<file path="config.mk">
export PLATFORM = sky130hd
export DESIGN_NAME = piso_serializer
export DESIGN_NICKNAME = d
export VERILOG_FILES = /design/src/rtl/piso_serializer.sv
export SDC_FILE = /design/constraint.sdc
export NUM_CORES = 1
export LEC_CHECK = 0
export ABC_AREA = 1
export CAP_MARGIN = 20
export CORE_MARGIN = 5
export CORE_UTILIZATION = 30
export DETAILED_ROUTE_END_ITERATION = 10
export HOLD_SLACK_MARGIN = 0.1
export PLACE_DENSITY = 0.5
export SETUP_SLACK_MARGIN = 0.5
export SLEW_MARGIN = 15
export SYNTH_ARGS = -nofsm -noshare
export SYNTH_HDL_FRONTEND = slang
export SYNTH_SLANG_ARGS = --single-unit
</file>
<file path="constraint.sdc">
create_clock -name clk -period 2.45 [get_ports clk]
set_clock_uncertainty 0.1 [all_clocks]
set_input_delay 0.49 -clock clk [delete_from_list [all_inputs] [get_ports clk]]
set_output_delay 0.49 -clock clk [all_outputs]
set_load 0.05 [all_outputs]
</file>
<file path="src/rtl/piso_serializer.sv">
// Parallel-in, serial-out shifter with a one-entry holding register on the load side.
// Words are emitted one bit per clock; a queued word follows the previous one without a gap.
//
// state | meaning
// ------+-------------------------------------------------------------
// IDLE  | shift register empty; SO/so_valid/so_last driven low
// SHIFT | shift register holds unsent bits of the current word
module piso_serializer #(
    parameter int WIDTH     = 4,
    parameter bit MSB_FIRST = 1'b1
) (
    input  logic             clk,
    input  logic             rst,
    input  logic             load_valid,
    output logic             load_ready,
    input  logic [WIDTH-1:0] din,
    output logic             SO,
    output logic             so_valid,
    output logic             so_last,
    output logic             busy
);

    localparam int CW = $clog2(WIDTH);
    localparam logic [CW-1:0] LAST_CNT = CW'(WIDTH - 1);

    typedef enum logic {
        IDLE  = 1'b0,
        SHIFT = 1'b1
    } state_t;

    state_t           state;
    logic [WIDTH-1:0] hold;
    logic             hold_valid;
    logic [WIDTH-1:0] sr;
    logic [CW-1:0]    cnt;

    logic             head_bit;
    logic [WIDTH-1:0] sr_shifted;
    logic             accept;
    logic             word_end;

    // The head bit leaves the register; the opposite end fills with 0.
    always_comb begin
        head_bit   = 1'b0;
        sr_shifted = '0;
        if (MSB_FIRST) begin
            head_bit   = sr[WIDTH-1];
            sr_shifted = {sr[WIDTH-2:0], 1'b0};
        end else begin
            head_bit   = sr[0];
            sr_shifted = {1'b0, sr[WIDTH-1:1]};
        end
    end

    assign load_ready = !hold_valid;
    assign accept     = load_valid && !hold_valid;
    assign word_end   = (cnt == LAST_CNT);
    assign busy       = hold_valid || (state == SHIFT);

    always_ff @(posedge clk) begin
        if (rst) begin
            state      <= IDLE;
            hold       <= '0;
            hold_valid <= 1'b0;
            sr         <= '0;
            cnt        <= '0;
            SO         <= 1'b0;
            so_valid   <= 1'b0;
            so_last    <= 1'b0;
        end else begin
            // Accept only fills an empty hold, so it never collides with a transfer out of it.
            if (accept) begin
                hold       <= din;
                hold_valid <= 1'b1;
            end

            case (state)
                SHIFT: begin
                    SO       <= head_bit;
                    so_valid <= 1'b1;
                    so_last  <= word_end;
                    sr       <= sr_shifted;
                    cnt      <= cnt + CW'(1);
                    if (word_end) begin
                        if (hold_valid) begin
                            sr         <= hold;
                            cnt        <= '0;
                            hold_valid <= 1'b0;
                        end else begin
                            state <= IDLE;
                        end
                    end
                end
                default: begin
                    SO       <= 1'b0;
                    so_valid <= 1'b0;
                    so_last  <= 1'b0;
                    if (hold_valid) begin
                        sr         <= hold;
                        cnt        <= '0;
                        hold_valid <= 1'b0;
                        state      <= SHIFT;
                    end
                end
            endcase
        end
    end

endmodule

</file>
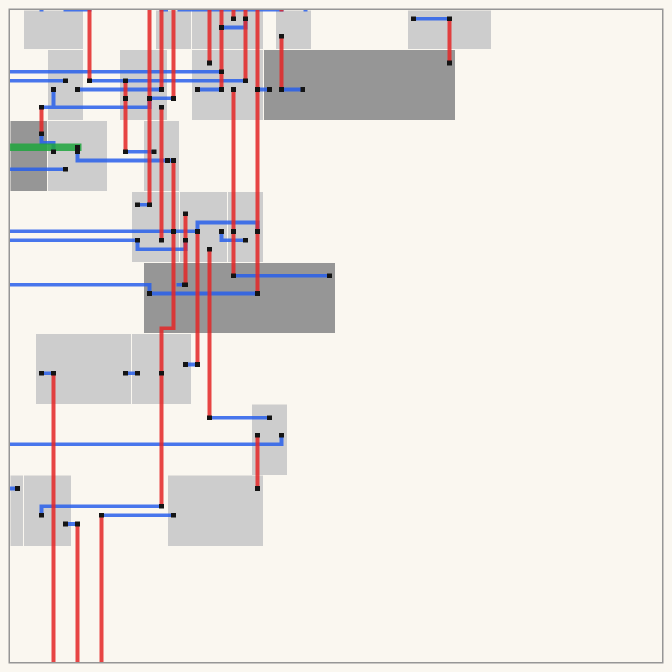
(layout detail)
Region (28, 1) to (53, 26) um. Cells in grey, sequential cells in the stronger grey; small squares are vias.
red -> met2
green -> met3
blue -> met1
netlist names of flops here include = hold (1), so_valid (1)
sequential cells in the window = 2
most frequent = nand2_1 (3)
cells with their middle in the window = 20

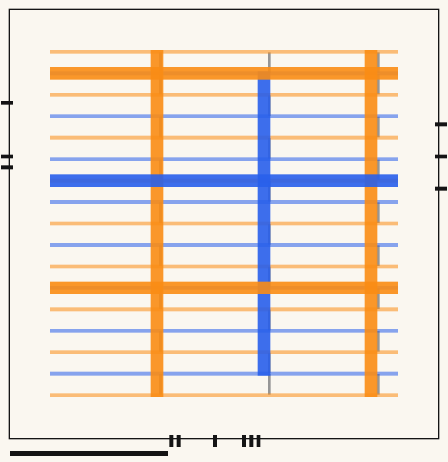
(supply network)
Bar = 20 um. Pins as bars on the die edge. Tap cells in grey.
blue -> VDD
orange -> VSS
met4 straps = 3
rows = 16
met1 rails = 17
worst IR drop on VDD: 0.000418 V
die span in x: 54.3 um
vertical extent of the die: 54.3 um
placeable core area: 1920 um2

==> flow_summary.toml <==
# synthesis and place-and-route metrics
[outcome]
status = "finished clean"

[clocking]
worstSkewPairLatency_ns = 0.28
cts.reportedPaths.clkPinSlew_ns = 0.09
cts.repair_timing.setup_buffer_count = 0

[global_routing]
gr-usage-all-layers = 0.0936
grt_max_degree = 16
first_global_vias = 467

[die]
rows = 16

[layout]
nFlopsAndLatches = 15
area_of_all_placed_cells_without_fillers_um2 = 741
nets = 99
final-nonclk-buf-share = 0.130
post_layout_nonfiller_instances = 116

[sta]
final_critical_delay_including_setup_and_external_delays_ns = 1.79
final_max_slew_viol_count = 0
fin_setup_tns_ns = 0

[synth]
ys_area_um2 = 588
floorplan_nets = 84
synthesis.area_per_instance_um2 = 7.84
yosys.area_share.simple = 0.270
yosysMostFrequentCell = "nand2_1"
post_synth_area_hogs = "dfxtp_1, nand2_1, a21oi_1"

[power]
seqPwrFrac = 0.545
intPower_uw = 351
power_combinational_uw = 84.2

[place]
dp.final_hpwl_um = 857
dpl_worst_slack_ns = 0.452

[routing]
vias_per_cell = 4.24
topRoutingLayerUsed = "met4"
met3RoutedLength_um = 69
wirelength_met1_um = 594

[critical_path]
setup.worst_path.start = "state"
worst_r2r_path_depth = 8
end_of_the_worst_register_to_register_path = "sr[3]"
cp.depth = 3
worst_path_largest_cell_delay_ns = 0.42

[hold_path]
timing.hold.worst.class = "flop to flop"
Power figures rest on the tool's default switching activity, not on a simulated workload.
